File: src/rtl/fifo_wr_ingress_if.sv
// Write-domain ingress bundle: source valid/ready stream, FIFO write port,
// pointer exchange with the write-pointer/full block and status outputs.
interface fifo_wr_ingress_if #(
    parameter int ASIZE = 4,
    parameter int DSIZE = 8
);
    logic             s_valid;
    logic [DSIZE-1:0] s_data;
    logic             s_ready;
    logic [ASIZE:0]   rptr_gray_async;
    logic [ASIZE:0]   r2w_ptr;
    logic [ASIZE:0]   wr_ptr;
    logic             wr_full;
    logic             wr_inc;
    logic [DSIZE-1:0] wr_data;
    logic [ASIZE:0]   wr_count;
    logic             wr_almost_full;
    logic             proto_err;

    // Ingress block side.
    modport slave (
        input  s_valid, s_data, rptr_gray_async, wr_ptr, wr_full,
        output s_ready, r2w_ptr, wr_inc, wr_data, wr_count, wr_almost_full, proto_err
    );

    // Surrounding write-domain logic side (source, pointer/full block, memory).
    modport master (
        output s_valid, s_data, rptr_gray_async, wr_ptr, wr_full,
        input  s_ready, r2w_ptr, wr_inc, wr_data, wr_count, wr_almost_full, proto_err
    );
endinterface

File: src/rtl/fifo_wr_ingress.sv
// Async FIFO write-domain front end: 2-entry skid buffer feeding the write port,
// read-pointer synchroniser, occupancy / almost-full and a sticky protocol check.
module fifo_wr_ingress #(
    parameter int ASIZE        = 4,
    parameter int DSIZE        = 8,
    parameter int AFULL_THRESH = 12
) (
    input  logic               wr_clk,
    input  logic               wr_rst,
    fifo_wr_ingress_if.slave   bus
);
    localparam logic [ASIZE:0] AFULL_LVL = (ASIZE+1)'(AFULL_THRESH);

    typedef enum logic [1:0] {
        EMPTY = 2'd0,
        ONE   = 2'd1,
        TWO   = 2'd2
    } skid_state_e;

    skid_state_e      state, next_state;
    logic [DSIZE-1:0] head, skid;
    logic             s_ready_q;
    logic             accept, drain;
    logic             head_load, head_from_skid, skid_load;
    logic [ASIZE:0]   sync1, r2w_q;
    logic [ASIZE:0]   wbin, rbin, count_next, count_q;
    logic             afull_q;
    logic             stall_q, proto_q;

    function automatic logic [ASIZE:0] gray2bin(input logic [ASIZE:0] g);
        logic [ASIZE:0] b;
        b[ASIZE] = g[ASIZE];
        for (int i = ASIZE - 1; i >= 0; i--) b[i] = b[i+1] ^ g[i];
        return b;
    endfunction

    assign accept = bus.s_valid & s_ready_q;
    assign drain  = (state != EMPTY) & ~bus.wr_full;

    // NOTE: every output of this block gets a default before the case, so no
    // path leaves a variable unassigned and no latch is inferred.
    always_comb begin
        next_state     = state;
        head_load      = 1'b0;
        head_from_skid = 1'b0;
        skid_load      = 1'b0;
        case (state)
            EMPTY: begin
                if (accept) begin
                    next_state = ONE;
                    head_load  = 1'b1;
                end
            end
            ONE: begin
                if (accept && !drain) begin
                    next_state = TWO;
                    skid_load  = 1'b1;
                end else if (accept && drain) begin
                    head_load = 1'b1;
                end else if (drain) begin
                    next_state = EMPTY;
                end
            end
            TWO: begin
                if (drain) begin
                    next_state     = ONE;
                    head_load      = 1'b1;
                    head_from_skid = 1'b1;
                end
            end
            default: next_state = EMPTY;
        endcase
    end

    // NOTE: state is updated with non-blocking assignments so every flop samples
    // pre-edge values regardless of the order in which processes are evaluated.
    always_ff @(posedge wr_clk or posedge wr_rst) begin
        if (wr_rst) begin
            state     <= EMPTY;
            s_ready_q <= 1'b0;
            head      <= '0;
        end else begin
            state     <= next_state;
            s_ready_q <= (next_state != TWO);
            if (head_load) head <= head_from_skid ? skid : bus.s_data;
        end
    end

    // NOTE: the skid word is pure storage qualified by the state register, so it
    // carries no reset; a stale value is never observable once state is EMPTY.
    always_ff @(posedge wr_clk) begin
        if (skid_load) skid <= bus.s_data;
    end

    // Plain two-flop synchroniser: Gray coding guarantees at most one bit in flight.
    always_ff @(posedge wr_clk or posedge wr_rst) begin
        if (wr_rst) begin
            sync1 <= '0;
            r2w_q <= '0;
        end else begin
            sync1 <= bus.rptr_gray_async;
            r2w_q <= sync1;
        end
    end

    assign wbin       = gray2bin(bus.wr_ptr);
    assign rbin       = gray2bin(r2w_q);
    assign count_next = wbin - rbin;

    // Read pointer lags through the synchroniser, so the count can only over-report.
    always_ff @(posedge wr_clk or posedge wr_rst) begin
        if (wr_rst) begin
            count_q <= '0;
            afull_q <= 1'b0;
        end else begin
            count_q <= count_next;
            afull_q <= (count_next >= AFULL_LVL);
        end
    end

    always_ff @(posedge wr_clk or posedge wr_rst) begin
        if (wr_rst) begin
            stall_q <= 1'b0;
            proto_q <= 1'b0;
        end else begin
            stall_q <= bus.s_valid & ~s_ready_q;
            if (stall_q && !bus.s_valid) proto_q <= 1'b1;
        end
    end

    assign bus.s_ready        = s_ready_q;
    assign bus.r2w_ptr        = r2w_q;
    assign bus.wr_inc         = drain;
    assign bus.wr_data        = head;
    assign bus.wr_count       = count_q;
    assign bus.wr_almost_full = afull_q;
    assign bus.proto_err      = proto_q;
endmodule

File: src/flat_wrapper.sv
// flat-port wrapper written by rule: the top's interface ports become plain ports
module fifo_wr_ingress_flat 
#(
    parameter int ASIZE        = 4,
    parameter int DSIZE        = 8,
    parameter int AFULL_THRESH = 12
)
  (wr_clk, wr_rst, bus_s_valid, bus_s_data, bus_rptr_gray_async, bus_wr_ptr, bus_wr_full, bus_s_ready, bus_r2w_ptr, bus_wr_inc, bus_wr_data, bus_wr_count, bus_wr_almost_full, bus_proto_err);
  fifo_wr_ingress_if #(.ASIZE(ASIZE), .DSIZE(DSIZE)) bus_i ();
  input  logic wr_clk;
  input  logic wr_rst;
  input wire logic [$bits(bus_i.s_valid)-1:0] bus_s_valid;
  input wire logic [$bits(bus_i.s_data)-1:0] bus_s_data;
  input wire logic [$bits(bus_i.rptr_gray_async)-1:0] bus_rptr_gray_async;
  input wire logic [$bits(bus_i.wr_ptr)-1:0] bus_wr_ptr;
  input wire logic [$bits(bus_i.wr_full)-1:0] bus_wr_full;
  output wire logic [$bits(bus_i.s_ready)-1:0] bus_s_ready;
  output wire logic [$bits(bus_i.r2w_ptr)-1:0] bus_r2w_ptr;
  output wire logic [$bits(bus_i.wr_inc)-1:0] bus_wr_inc;
  output wire logic [$bits(bus_i.wr_data)-1:0] bus_wr_data;
  output wire logic [$bits(bus_i.wr_count)-1:0] bus_wr_count;
  output wire logic [$bits(bus_i.wr_almost_full)-1:0] bus_wr_almost_full;
  output wire logic [$bits(bus_i.proto_err)-1:0] bus_proto_err;
  assign bus_i.s_valid = bus_s_valid;
  assign bus_i.s_data = bus_s_data;
  assign bus_i.rptr_gray_async = bus_rptr_gray_async;
  assign bus_i.wr_ptr = bus_wr_ptr;
  assign bus_i.wr_full = bus_wr_full;
  assign bus_s_ready = bus_i.s_ready;
  assign bus_r2w_ptr = bus_i.r2w_ptr;
  assign bus_wr_inc = bus_i.wr_inc;
  assign bus_wr_data = bus_i.wr_data;
  assign bus_wr_count = bus_i.wr_count;
  assign bus_wr_almost_full = bus_i.wr_almost_full;
  assign bus_proto_err = bus_i.proto_err;
  fifo_wr_ingress #(.ASIZE(ASIZE), .DSIZE(DSIZE), .AFULL_THRESH(AFULL_THRESH)) u_core (.wr_clk(wr_clk), .wr_rst(wr_rst), .bus(bus_i));
endmodule
File: config.mk
export PLATFORM = sky130hd
export DESIGN_NAME = fifo_wr_ingress_flat
export DESIGN_NICKNAME = d
export VERILOG_FILES = /design/src/rtl/fifo_wr_ingress_if.sv /design/src/rtl/fifo_wr_ingress.sv /design/src/flat_wrapper.sv
export SDC_FILE = /design/constraint.sdc
export NUM_CORES = 1
export LEC_CHECK = 0
export CELL_PAD_IN_SITES_DETAIL_PLACEMENT = 0
export CELL_PAD_IN_SITES_GLOBAL_PLACEMENT = 1
export CORE_MARGIN = 2
export CORE_UTILIZATION = 30
export DETAILED_ROUTE_END_ITERATION = 8
export PLACE_DENSITY_LB_ADDON = 0.1
export RECOVER_POWER = 25
export SYNTH_ARGS = -nofsm -noshare
export SYNTH_HDL_FRONTEND = slang
export SYNTH_SLANG_ARGS = --single-unit
File: constraint.sdc
create_clock -name wr_clk -period 5.9 [get_ports wr_clk]
set_clock_uncertainty 0.1 [all_clocks]
set_input_delay 0.885 -clock wr_clk [delete_from_list [all_inputs] [get_ports wr_clk]]
set_output_delay 0.885 -clock wr_clk [all_outputs]
set_load 0.02 [all_outputs]
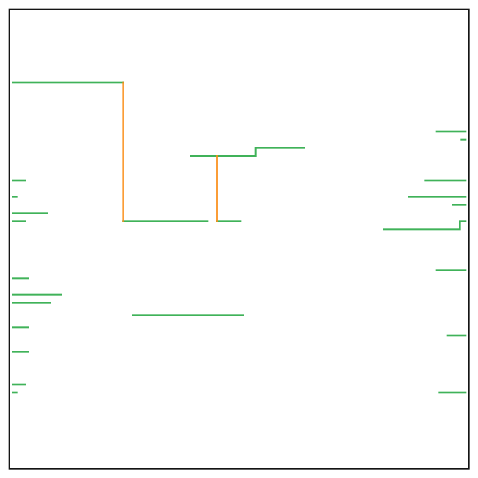
**Above:** wiring by layer.
(6 px per um) Only two layers are drawn.
| color | layer | wire length |
|---|---|---|
| orange | met4 | 34.0 um |
| green | met3 | 161 um |
Post-Route WL: 2810 um
Vias: 944

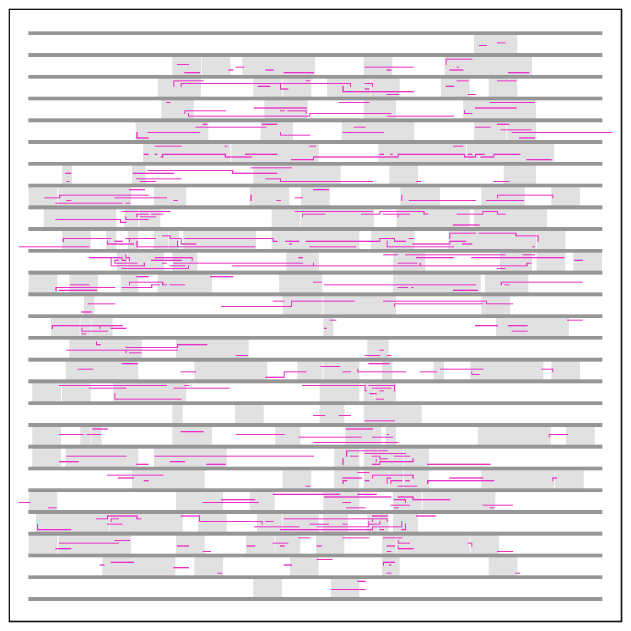
**Above:** metal 1.
(8 px per um) Supply wires on this layer in gray. Cells faint in the background.
wire length on this layer: 1230 um
longest straight run: 36.8 um
share of all routed wire: 44%

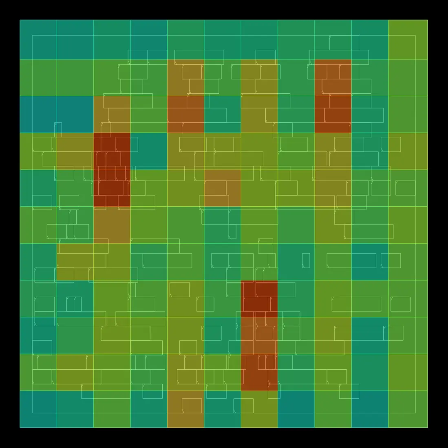
**Above:** routing congestion.
final core utilization: 43.3%
M3 GR Usage: 3.91%
all-layer global routing usage: 10.7%
met2 Resource Use GR: 16.6%

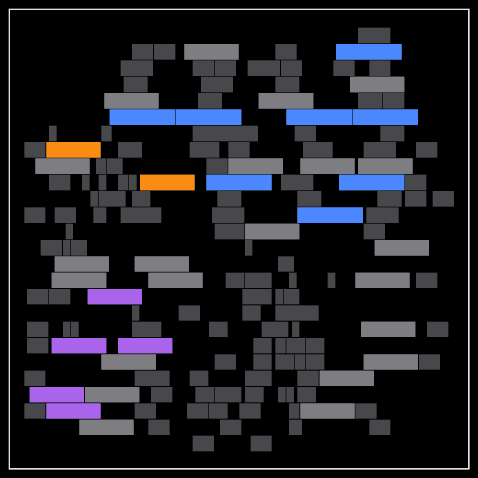
**Above:** register map, names as in the netlist.
(6 px per um)
| color | signal | flops |
|---|---|---|
| purple | u_core.sync1 | 5 |
| orange | u_core.state | 2 |
| blue | u_core.skid | 8 |
sequential share of cell area: 43.9%
total sequential power: 0.367 mW

==> ci_impl_report.md <==
## Implementation flow summary

| Metric | Value |
|---|---|
| H-Tree Depth | `2` |
| Worst slew pin tran | `about 1.6 ns` |
| Core area | `5070 sq um` |
| Die Ht | `around 76 um` |
| GPL Wtd Cong | `0.756` |
| Critical Path Fanout Max | `4` |
| Final Critical Period | `approximately 3.6 ns` |
| Initial detailed-routing violation count | `33` |
| Pwr Total | `a little under 1 mW` |
| Final #Nets | `182` |
| Most frequent cells after synthesis | `dfrtp_1, edfxtp_1, inv_1, mux2_2, mux2_4` |
| Final hold violations | `0` |
| Slew margin rel. | `-6.47%` |
| Cell area leaders | `dfrtp_1, edfxtp_1, mux2_4` |
| Synth Warn # | `0` |
| Post-route ant nets | `0` |
| Finish-stage setup viols | `0` |
| Worst min-delay path class | `reg2reg` |
| # diodes | `0` |
| Max Fclk | `281 MHz` |
| Setup crit start | `bus_wr_ptr[4]` |
| Port Buffers | `43` |
| TritonCTS clock tree | `done` |
| CP dominant cell by count | `xor2_1` |
| Post-CTS sizing | `0` |
| IO Count | `44` |
| Yosys cell types | `25` |
| Post-synth regs | `37` |
| Vias in the first global route | `1009` |
| Mapped Nets | `131` |
| Critical path arrival | `3.63 ns` |
| Max Slew Vio Count | `30` |
| CTS clk-pin slew, worst paths | `0.07 ns` |
| Yosys top cell by area | `dfrtp_1` |
| Seq/Total Area, Yosys | `61.5%` |
| Yosys top cell area share | `46.2%` |
| Setup Crit Path Kind | `in2reg` |
| Tcrit/Tclk final | `between 60% and 70%` |
| Layout cells sized above 1 | `17.3%` |
| Skew-Pair Late Insertion Delay | `0.28 ns` |
| Top FF cell, synth | `dfrtp_1` |
| Critical path endpoint category | `flop` |
| Chip area line of the yosys report | `1570 sq um` |
| Final HPWL DP | `2060 um` |
| FFs w/ async S/R, synth | `between 70% and 80%` |
| CTS hold repair buffers | `0` |
| Total iterations of the first detailed-routing run | `4` |
| RR Startpoint | `u_core.bus.r2w_ptr[3]$_DFF_PP0_` |
| Num rows | `26` |
| Stage-log warning count | `26` |
| CTS Sinks | `37` |
| Peak supply drop | `0.155 mV` |
| Clk buf depth | `2` |
| Max Cap Viol | `1` |
| Most frequent cell after synthesis | `dfrtp_1` |
| Post-synth EDFFs | `8` |
| Wirelength per Cell | `12.4 um` |
| Worst EP required | `5.97 ns` |
| GRT overflow | `0` |
| Init Core Util | `30.9%` |
| Fin Setup TNS | `0 ns` |
| Worst path slowest cell | `clkdlybuf4s50_1` |
| CP peak stage delay | `0.50 ns` |
| Average vias per placed instance | `between 4 and 5` |
| Avg Inst Size Synth | `15.1 sq um` |
| TritonCTS buffer count | `5` |
| CP Buf/Inv Count | `1` |
| Syn Std Cell Area | `1570 sq um` |
| RSZ-0062 raised after global routing | `no` |
| Startpoint class of the critical path | `input pin` |
| Global-route wire length before repair | `roughly 4800 um` |
| Number of antenna violations at the first check in global routing | `0` |
| Drc violations | `0` |
| LEAKAGE | `roughly 0.93 nW` |
| Mapped Cells | `104` |
| CTS Root Cell | `clkbuf_8` |
| Pwr/cell area | `between 400 and 500 nW/um^2` |
| Run status | `complete, but fails checks` |
| Width of the die | `76.3 um` |
| Post-CTS Setup Bufs | `0` |
| Crit path max-delay family | `XOR/XNOR gates` |
| Hold path start | `u_core.sync1[4]$_DFF_PP0_` |
| # fillers | `495` |
| Pin count of the biggest net entering global routing | `30` |
| Failing checks | `max-capacitance violations, max-slew violations` |
| Die area | `5830 sq um` |
| Area growth from synthesis to layout | `40.1%` |
| Worst-path cell chain | `clkdlybuf4s50_1, xor2_1, xor2_1, xnor2_1, xor2_1, ha_1, fa_1, nand2b_1, a21oi_1, xnor2_1, a311o_1` |
| # Cells Yosys | `104` |
worst reg2reg max path, stage by stage, from the launching register on:
cell      delay, ns
dfrtp_1        0.41
xnor2_2        0.20
xor2_1         0.25
xor2_1         0.31
xnor2_1        0.11
ha_1           0.21
fa_1           0.44
nand2b_1       0.17
a21oi_1        0.16
xnor2_1        0.09
a311o_1        0.27
final timing paths:
path,slack [ns],endpoint,cells after the start
setup / recovery,2.34,u_core.bus.wr_almost_full$_DFF_PP0_,11
hold / removal,0.25,u_core.bus.r2w_ptr[4]$_DFF_PP0_,0
setup reg to reg,3.06,u_core.bus.wr_almost_full$_DFF_PP0_,10
hold reg to reg,0.25,u_core.bus.r2w_ptr[4]$_DFF_PP0_,0
max in group asynchronous,3.29,u_core.bus.wr_data[7]$_DFFE_PP0P_,3
min in group asynchronous,1.49,u_core.sync1[4]$_DFF_PP0_,3
report_power, final:
part	switching, mW	total, mW	leakage, nW	internal, mW
clock network	0.0888	0.216	0.0554	0.127
logic	0.181	0.394	0.462	0.212
registers	0.0356	0.367	0.411	0.331
sequential cells by signal (all words and copies together), names as in the netlist:
signal and flops:
u_core.bus.wr_data 8, u_core.stall_q 1, u_core.bus.wr_almost_full 1, u_core.sync1 5
u_core.bus.wr_count 5, u_core.bus.r2w_ptr 5, u_core.bus.s_ready 1, u_core.skid 8
u_core.bus.proto_err 1, u_core.state 2
per-layer routing:
metal  global-route usage (%)  share of wire [%]
met5                        0                  0
met4                     4.36                1.2
met3                     3.91                5.7
met2                     16.6                 49
met1                     13.6                 44
cells in the final DEF (no fill, tap or decap), types with 2 or more instances in the layout:
| cell type | count |
|---|---|
| xnor2_1 | 7 |
| inv_1 | 8 |
| xor2_1 | 6 |
| a21oi_1 | 3 |
| dfrtp_1 | 29 |
| nor2_1 | 5 |
| clkdlybuf4s50_1 | 29 |
| edfxtp_1 | 8 |
| ha_1 | 4 |
| dlygate4sd3_1 | 14 |
| mux2_4 | 8 |
| clkbuf_1 | 2 |
| nor3_1 | 2 |
| nand2_1 | 2 |
| mux2_2 | 8 |
| clkbuf_8 | 5 |
| a21o_1 | 2 |
metrics by stage:
stage / cell area, sq um / std cells / hold slack (ns) / setup WS, ns / util [%]
after floorplan: 1570 / 104 / 0.231 / 2.73 / -
after global placement: 2090 / 218 / 0.232 / 2.10 / 41.2
final: 2200 / 226 / 0.250 / 2.34 / 43.3
after global routing: 2200 / 226 / 0.258 / 2.12 / 43.3
after detailed placement: 2090 / 218 / 0.235 / 2.04 / 41.2
after CTS: 2200 / 226 / 0.253 / 2.34 / 43.4
cells by family (layout without fill, tap and decap cells):
kind of cell | after synthesis | in the layout | share of synthesized area, %
mux | 17 | 17 | 14.1
fa+ha+maj | 5 | 5 | 4.46
flops | 37 | 37 | 61.5
buf+inv | 9 | 61 | 2.63
xor+xnor | 14 | 14 | 8.29
compound gates | 10 | 10 | 4.70
simple gates | 12 | 12 | 4.30
area by class of cell:
cell class	count	area, sq um	share of cell area [%]
Multi-Input combinational cell	58	563	25.6
Clock inverter	2	38.8	1.76
Clock buffer	6	72.6	3.30
Tap cell	70	87.6	3.98
Inverter	8	30.0	1.37
Sequential cell	37	966	43.9
Timing Repair Buffer	45	442	20.1
Power and IR drop assume default switching activity.
